### config.mk
export PLATFORM = sky130hd
export DESIGN_NAME = mem_access_unit_flat
export DESIGN_NICKNAME = d
export VERILOG_FILES = /design/src/rtl/mem_access_unit_pkg.sv /design/src/rtl/mem_access_unit_if.sv /design/src/rtl/mem_access_unit_load_align.sv /design/src/rtl/mem_access_unit.sv /design/src/flat_wrapper.sv
export SDC_FILE = /design/constraint.sdc
export NUM_CORES = 1
export LEC_CHECK = 0
export CAP_MARGIN = 20
export CORE_MARGIN = 1.5
export CORE_UTILIZATION = 45
export DETAILED_ROUTE_END_ITERATION = 8
export GPL_TIMING_DRIVEN = 0
export PLACE_DENSITY = 0.79
export RECOVER_POWER = 100
export SLEW_MARGIN = 15
export SYNTH_ARGS = -nofsm -noshare
export SYNTH_HDL_FRONTEND = slang
export SYNTH_SLANG_ARGS = --single-unit
### constraint.sdc
create_clock -name clk -period 5.05 [get_ports clk]
set_clock_uncertainty 0.15 [all_clocks]
set_input_delay 1.01 -clock clk [delete_from_list [all_inputs] [get_ports clk]]
set_output_delay 1.01 -clock clk [all_outputs]
set_load 0.1 [all_outputs]
### src/rtl/mem_access_unit_pkg.sv
`default_nettype none
// =====================================================================
// mem_access_unit_pkg : mem_ctrl field layout, size codes, FSM states
//                       and byte-lane helpers for the memory stage.
// Rev 1.0
// =====================================================================
package mem_access_unit_pkg;

  localparam int MC_READ     = 0;
  localparam int MC_WRITE    = 1;
  localparam int MC_SIZE_LO  = 2;
  localparam int MC_SIZE_HI  = 3;
  localparam int MC_UNSIGNED = 4;

  localparam logic [1:0] SIZE_B = 2'b00;
  localparam logic [1:0] SIZE_H = 2'b01;
  localparam logic [1:0] SIZE_W = 2'b10;

  typedef enum logic [1:0] {
    ST_IDLE   = 2'd0,
    ST_ACCESS = 2'd1,
    ST_DONE   = 2'd2
  } state_t;

  typedef struct packed {
    logic       valid;
    logic       write;
    logic [1:0] size;
    logic       uns;
  } mem_op_t;

  // read+write together is a write; the reserved size code 11 is a word
  function automatic mem_op_t decode_op(input logic [4:0] ctrl);
    mem_op_t op;
    op.valid = ctrl[MC_READ] | ctrl[MC_WRITE];
    op.write = ctrl[MC_WRITE];
    op.size  = (ctrl[MC_SIZE_HI:MC_SIZE_LO] == 2'b11) ? SIZE_W
                                                      : ctrl[MC_SIZE_HI:MC_SIZE_LO];
    op.uns   = ctrl[MC_UNSIGNED];
    return op;
  endfunction

  function automatic logic is_aligned(input logic [1:0] size, input logic [1:0] lo);
    case (size)
      SIZE_H:  return ~lo[0];
      SIZE_W:  return (lo == 2'b00);
      default: return 1'b1;
    endcase
  endfunction

  // Loads carry only the access width; the lane is extracted from the full word.
  function automatic logic [3:0] byte_enables(input logic [1:0] size,
                                              input logic [1:0] lo,
                                              input logic       write);
    case (size)
      SIZE_B:  return write ? (4'b0001 << lo) : 4'b0001;
      SIZE_H:  return (write && lo[1]) ? 4'b1100 : 4'b0011;
      default: return 4'b1111;
    endcase
  endfunction

  function automatic logic [31:0] replicate_store(input logic [1:0]  size,
                                                  input logic [31:0] sd);
    case (size)
      SIZE_B:  return {4{sd[7:0]}};
      SIZE_H:  return {2{sd[15:0]}};
      default: return sd;
    endcase
  endfunction

endpackage
`default_nettype wire

### src/rtl/mem_access_unit_if.sv
`default_nettype none
// =====================================================================
// mem_access_unit_if : req/ack data-memory port (variable latency).
// Rev 1.0
// =====================================================================
interface mem_access_unit_if;
  logic        req;
  logic        we;
  logic [31:0] addr;
  logic [3:0]  be;
  logic [31:0] wdata;
  logic [31:0] rdata;
  logic        ack;

  modport master (output req, we, addr, be, wdata, input rdata, ack);
  modport slave  (input req, we, addr, be, wdata, output rdata, ack);
endinterface
`default_nettype wire

### src/rtl/mem_access_unit_load_align.sv
`default_nettype none
// =====================================================================
// mem_access_unit_load_align : picks the addressed byte/half out of the
//                              read word and sign/zero extends it.
// Rev 1.0
// =====================================================================
module mem_access_unit_load_align
  import mem_access_unit_pkg::*;
(
  input  logic [31:0] rdata,
  input  logic [1:0]  addr_lo,
  input  logic [1:0]  size,
  input  logic        uns,
  output logic [31:0] data
);

  logic [7:0]  byte_sel;
  logic [15:0] half_sel;

  always_comb begin
    byte_sel = rdata[{addr_lo, 3'b000} +: 8];
    half_sel = rdata[{addr_lo[1], 4'b0000} +: 16];
    case (size)
      SIZE_B:  data = {{24{~uns & byte_sel[7]}}, byte_sel};
      SIZE_H:  data = {{16{~uns & half_sel[15]}}, half_sel};
      default: data = rdata;
    endcase
  end

endmodule
`default_nettype wire

### src/rtl/mem_access_unit.sv
`default_nettype none
// =====================================================================
// mem_access_unit : memory-stage controller; issues one data-memory
//                   access per op, stalls the pipe until it completes.
// Rev 1.0
// =====================================================================
module mem_access_unit
  import mem_access_unit_pkg::*;
#(
  parameter int TIMEOUT = 16,
  parameter int CNT_W   = 5
) (
  input  logic                     clk,
  input  logic                     rst,
  input  logic [4:0]               mem_ctrl,
  input  logic [31:0]              addr,
  input  logic [31:0]              store_data,
  mem_access_unit_if.master        dmem,
  output logic [31:0]              mem_data,
  output logic                     stall,
  output logic                     misalign,
  output logic                     bus_fault
);

  localparam logic [CNT_W-1:0] LAST_WAIT = CNT_W'(TIMEOUT - 1);

  state_t           state_q, state_d;
  logic [CNT_W-1:0] cnt_q, cnt_d;
  logic             req_q, req_d;
  logic             we_q, we_d;
  logic [31:0]      addr_q, addr_d;
  logic [3:0]       be_q, be_d;
  logic [31:0]      wdata_q, wdata_d;
  logic [31:0]      rdata_q, rdata_d;
  logic [1:0]       off_q, off_d;
  logic [1:0]       size_q, size_d;
  logic             uns_q, uns_d;

  mem_op_t          op;
  logic             aligned;
  logic [31:0]      load_word;

  // Alignment uses the held op: inputs may change once the access is issued.
  mem_access_unit_load_align u_load_align (
    .rdata   (dmem.rdata),
    .addr_lo (off_q),
    .size    (size_q),
    .uns     (uns_q),
    .data    (load_word)
  );

  always_comb begin
    op        = decode_op(mem_ctrl);
    aligned   = is_aligned(op.size, addr[1:0]);
    state_d   = state_q;
    cnt_d     = cnt_q;
    req_d     = req_q;
    we_d      = we_q;
    addr_d    = addr_q;
    be_d      = be_q;
    wdata_d   = wdata_q;
    rdata_d   = rdata_q;
    off_d     = off_q;
    size_d    = size_q;
    uns_d     = uns_q;
    stall     = 1'b0;
    misalign  = 1'b0;
    bus_fault = 1'b0;
    mem_data  = '0;

    case (state_q)
      ST_IDLE: begin
        if (op.valid) begin
          if (!aligned) begin
            misalign = 1'b1;
          end else begin
            stall   = 1'b1;
            req_d   = 1'b1;
            we_d    = op.write;
            addr_d  = {addr[31:2], 2'b00};
            be_d    = byte_enables(op.size, addr[1:0], op.write);
            wdata_d = op.write ? replicate_store(op.size, store_data) : '0;
            off_d   = addr[1:0];
            size_d  = op.size;
            uns_d   = op.uns;
            cnt_d   = '0;
            state_d = ST_ACCESS;
          end
        end
      end

      ST_ACCESS: begin
        stall = 1'b1;
        cnt_d = cnt_q + CNT_W'(1);
        if (dmem.ack) begin
          req_d   = 1'b0;
          rdata_d = we_q ? '0 : load_word;
          state_d = ST_DONE;
        end else if (cnt_q == LAST_WAIT) begin
          bus_fault = 1'b1;
          req_d     = 1'b0;
          rdata_d   = '0;
          state_d   = ST_DONE;
        end
      end

      ST_DONE: begin
        mem_data = rdata_q;
        cnt_d    = '0;
        state_d  = ST_IDLE;
      end

      default: state_d = ST_IDLE;
    endcase

    // While reset is held the pipeline must not see a stall from a pending op.
    if (!rst) begin
      stall     = 1'b0;
      misalign  = 1'b0;
      bus_fault = 1'b0;
      mem_data  = '0;
    end
  end

  always_ff @(posedge clk or negedge rst) begin
    if (!rst) begin
      state_q <= ST_IDLE;
      cnt_q   <= '0;
      req_q   <= 1'b0;
      we_q    <= 1'b0;
      addr_q  <= '0;
      be_q    <= '0;
      wdata_q <= '0;
      rdata_q <= '0;
      off_q   <= '0;
      size_q  <= SIZE_B;
      uns_q   <= 1'b0;
    end else begin
      state_q <= state_d;
      cnt_q   <= cnt_d;
      req_q   <= req_d;
      we_q    <= we_d;
      addr_q  <= addr_d;
      be_q    <= be_d;
      wdata_q <= wdata_d;
      rdata_q <= rdata_d;
      off_q   <= off_d;
      size_q  <= size_d;
      uns_q   <= uns_d;
    end
  end

  assign dmem.req   = req_q;
  assign dmem.we    = we_q;
  assign dmem.addr  = addr_q;
  assign dmem.be    = be_q;
  assign dmem.wdata = wdata_q;

endmodule
`default_nettype wire
### src/flat_wrapper.sv
// flat-port wrapper written by rule: the top's interface ports become plain ports
module mem_access_unit_flat import mem_access_unit_pkg::*;
#(
  parameter int TIMEOUT = 16,
  parameter int CNT_W   = 5
)
  (clk, rst, mem_ctrl, addr, store_data, mem_data, stall, misalign, bus_fault, dmem_req, dmem_we, dmem_addr, dmem_be, dmem_wdata, dmem_rdata, dmem_ack);
  mem_access_unit_if dmem_i ();
  input  logic clk;
  input  logic rst;
  input  logic [4:0] mem_ctrl;
  input  logic [31:0] addr;
  input  logic [31:0] store_data;
  output logic [31:0] mem_data;
  output logic stall;
  output logic misalign;
  output logic bus_fault;
  output wire logic [$bits(dmem_i.req)-1:0] dmem_req;
  output wire logic [$bits(dmem_i.we)-1:0] dmem_we;
  output wire logic [$bits(dmem_i.addr)-1:0] dmem_addr;
  output wire logic [$bits(dmem_i.be)-1:0] dmem_be;
  output wire logic [$bits(dmem_i.wdata)-1:0] dmem_wdata;
  input wire logic [$bits(dmem_i.rdata)-1:0] dmem_rdata;
  input wire logic [$bits(dmem_i.ack)-1:0] dmem_ack;
  assign dmem_req = dmem_i.req;
  assign dmem_we = dmem_i.we;
  assign dmem_addr = dmem_i.addr;
  assign dmem_be = dmem_i.be;
  assign dmem_wdata = dmem_i.wdata;
  assign dmem_i.rdata = dmem_rdata;
  assign dmem_i.ack = dmem_ack;
  mem_access_unit #(.TIMEOUT(TIMEOUT), .CNT_W(CNT_W)) u_core (.clk(clk), .rst(rst), .mem_ctrl(mem_ctrl), .addr(addr), .store_data(store_data), .dmem(dmem_i), .mem_data(mem_data), .stall(stall), .misalign(misalign), .bus_fault(bus_fault));
endmodule
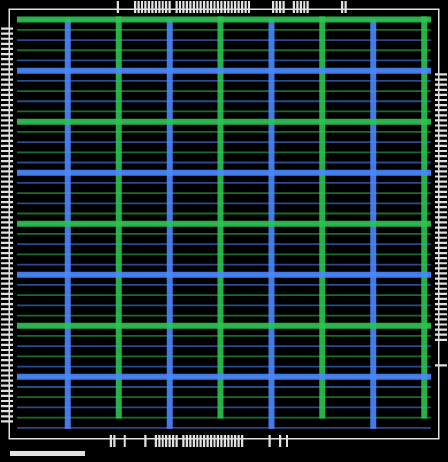
pdn.png
Bar = 20 um. Pins as bars on the die edge.
legend:
  blue:
    net: VSS
  green:
    net: VDD
met5 straps: 8
signal pins: 209
rows: 40
met4 straps: 8

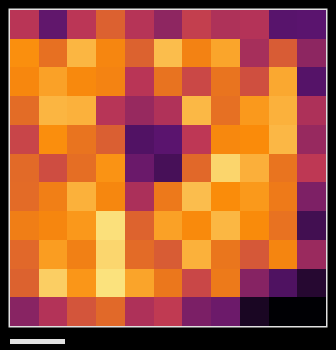
density.png
Bar = 20 um. The die is cut into 11 by 11 equal tiles; black is low, pale yellow is high, 0 to 100% covered.
fullest tile: 94%
nearly empty tiles: 1.7%
mean over tiles: 60%
emptiest ninth of the die: lower right
tiles over 75% full: 25%

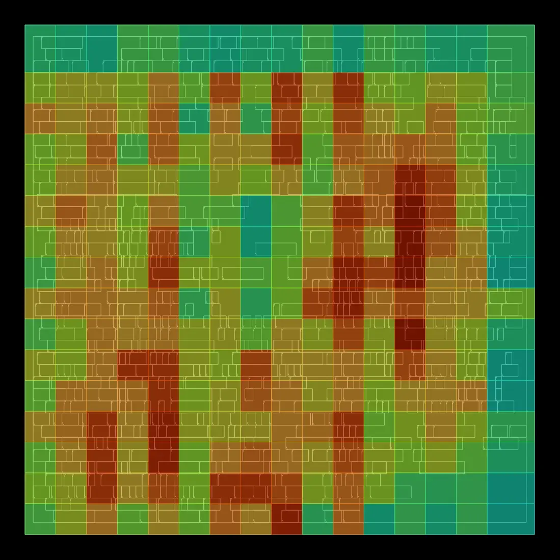
final_congestion.png
Util after Layout: 0.665
met3 Use GR: 0.0815
GRT Util Overall: 0.261
met1 GRT Util: 0.319

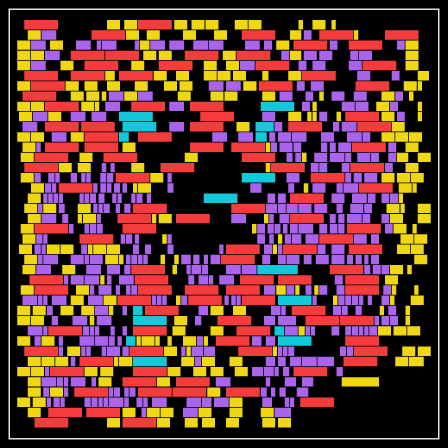
cell_classes.png
legend:
  red:
    class: flip-flops
    cells: 112
    share_of_their_area: 36%
  yellow:
    class: other buffers and delay cells
    cells: 250
    share_of_their_area: 28%
  cyan:
    class: clock drivers and dummy loads
    cells: 16
    share_of_their_area: 3.9%
  purple:
    class: all other logic
    cells: 383
    share_of_their_area: 33%

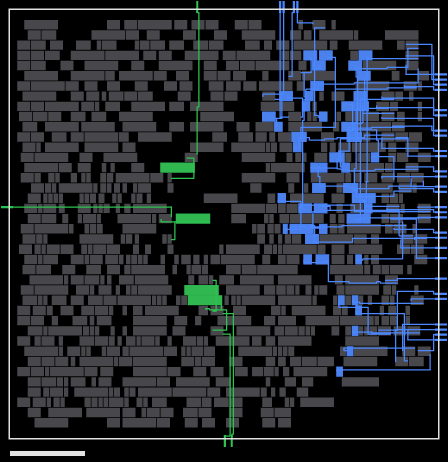
port_nets.png
Bar = 20 um.
legend:
  blue:
    port: dmem_rdata
    bits: 32
    direction: input
    edge: 28 right, 4 top
    end_cells: 49
    buffers: 32
    wire: 1450 um
  green:
    port: dmem_be
    bits: 4
    direction: output
    edge: 2 bottom, 1 top, 1 left
    end_cells: 4
    buffers: 4
    wire: 211 um

==> impl_metrics.yaml <==
# implementation run metrics
outcome:
  outcome: "finished, violations left"
  violations: "capacitance limit, slew limit"
cells_and_area:
  area_growth_pct: 43.9
  drive_gt1_frac: 0.112
  finalNetCount: 862
  antennaDiodeCount: 0
power:
  comb_power_share: 0.545
  power_w: 0.00464
  power.net_switching_w: 0.00239
  switching_share: 0.515
  pwr-share-seq: 0.298
synth:
  yosys.area.top_type: "dfrtp_1"
  ys_types: 44
  numSynthFlops: 112
  synth-seq-area-share: 0.505
  top_area_frac: 0.505
  flop_cell: "dfrtp_1"
  syn_inst: 537
  syn_area_mm2: 0.00555
  enable_flop_cells: 0
final_timing:
  whs_ps: 334
  relSlewSlack: -0.334
  slew_violations: 8
  fin_tns_setup_ps: 0
  fmax_mhz: 207
  fin_ws_ps: 224
placed_design:
  dpl_cell_area_mm2: 0.00783
  port_buffers: 206
  dp_slack_ps: -141
min_path:
  hold_path_class: "register to register"
  whs_path_depth: 2
clock_network:
  root_buffer: "clkbuf_16"
  cts.sinks: 112
  cts_tree: "built"
  cts_buffers: 9
  cts_max_level: 3
  hold_buffers: 0
drt:
  avgViaCountPerCell: 5.44
  drt_pass1_iterations: 4
setup_path:
  crit_chain: "buf_6, buf_16, nand2_1, nor2_1, clkbuf_1, and2_1, clkdlybuf4s15_1"
  crit_path_start_kind: "input pin"
  critPathBufInv: 4
  reg2reg_from: "u_core.state_q[1]$_DFFE_PN0P_"
  crit_family: "buffers and inverters"
  max_stage_delay_ps: 820
  worst-setup-path-type: "input pin to primary output"
  worst_setup_path_end_kind: "primary output"
global_routing:
  antenna_found_initial: 0
  use_met2: 0.436
  grt_pass1_vias: 5025
  gr-total-overflow: 0
flow_run:
  maxCapViolations: 1
  warnings: 26
floorplanning:
  die_h_um: 114
  core_area_mm2: 0.0120
  dieWidth_um: 114
  ios: 209
-- final cells by class --
| type | instances | area, um^2 | area share |
|---|---|---|---|
| timing repair buffer | 207 | 1970 | 0.247 |
| clock inverter | 6 | 68.8 | 0.00861 |
| inverter | 5 | 18.8 | 0.00235 |
| clock buffer | 10 | 239 | 0.0299 |
| buffer | 43 | 174 | 0.0218 |
| sequential | 112 | 2800 | 0.351 |
| multi-input combinational | 378 | 2530 | 0.317 |
| tap | 147 | 184 | 0.0230 |
-- how the worst max path moves through the flow --
stage	startpoint	cells past startpoint	endpoint	slack, ps
2_1_floorplan	mem_ctrl[3]	4	stall	240
3_3_place_gp	rst	6	mem_data[15]	-3680
3_5_place_dp	rst	7	mem_data[15]	-140
4_1_cts	rst	7	mem_data[1]	0.5
5_1_grt	rst	7	mem_data[13]	2
6_report	rst	7	mem_data[15]	220
-- cells by family after synthesis --
kind of cell	count (synthesis)	synth area share
other	1	0.000675
AND/OR/NAND/NOR	173	0.152
multiplexers	77	0.152
XOR/XNOR	1	0.00158
adder cells (fa/ha/maj)	2	0.00451
buffers and inverters	48	0.0370
AND-OR/OR-AND	123	0.147
flip-flops	112	0.505
-- routing by layer --
| metal | up-vias | part of all wire |
|---|---|---|
| li1 | 2306 | - |
| met1 | 2399 | 0.41 |
| met2 | 208 | 0.48 |
| met3 | 29 | 0.086 |
| met4 | 0 | 0.027 |
| met5 | - | 0 |
-- registers in the layout, indices dropped and copies added (netlist names) --
| signal | cells |
|---|---|
| u_core.dmem.be | 4 |
| u_core.dmem.addr | 30 |
| u_core.state_q | 2 |
| u_core.dmem.req | 1 |
| u_core.dmem.wdata | 32 |
| u_core.cnt_q | 5 |
| u_core.dmem.we | 1 |
| u_core.size_q | 2 |
| u_core.off_q | 2 |
| u_core.rdata_q | 32 |
| u_core.uns_q | 1 |
-- worst reg2reg max path: cells and delay by family (launching register included) --
| kind | cells | cell delay, ps |
|---|---|---|
| buf+inv | 1 | 410 |
| compound gates | 2 | 1790 |
| flops | 1 | 400 |
| simple gates | 2 | 590 |
-- power groups by stage --
stage               combinational, W  sequential (W)  clock, W
finish                       0.00253         0.00138  0.000731
floorplan                   0.000672         0.00262         0
global placement             0.00257         0.00138         0
detailed placement           0.00260         0.00140         0
CTS                          0.00261         0.00139  0.000744
global route                 0.00264         0.00142  0.000781
-- placed cells by master (no fill, tap or decap), types with 9 or more instances in the layout --
| cell type | Yosys | layout |
|---|---|---|
| mux2_2 | 60 | 60 |
| mux2i_1 | 17 | 17 |
| dfrtp_1 | 112 | 112 |
| nand2_1 | 89 | 89 |
| clkbuf_1 | 31 | 51 |
| a221o_1 | 16 | 16 |
| nor2_1 | 9 | 9 |
| clkbuf_16 | 0 | 9 |
| clkdlybuf4s50_1 | 0 | 100 |
| and2_1 | 39 | 38 |
| a21oi_1 | 13 | 13 |
| nand2b_1 | 16 | 16 |
| o21ai_0 | 64 | 65 |
| dlygate4sd3_1 | 0 | 75 |
-- what timing repair did --
item                                    in CTS  in global routing
resized                                     22                 18
endpoints found under the hold margin        0                  0
setup buffers                                0                  0
endpoints found under the setup margin      22                 17
No activity file was given, so power comes from the tool's default toggle rates.
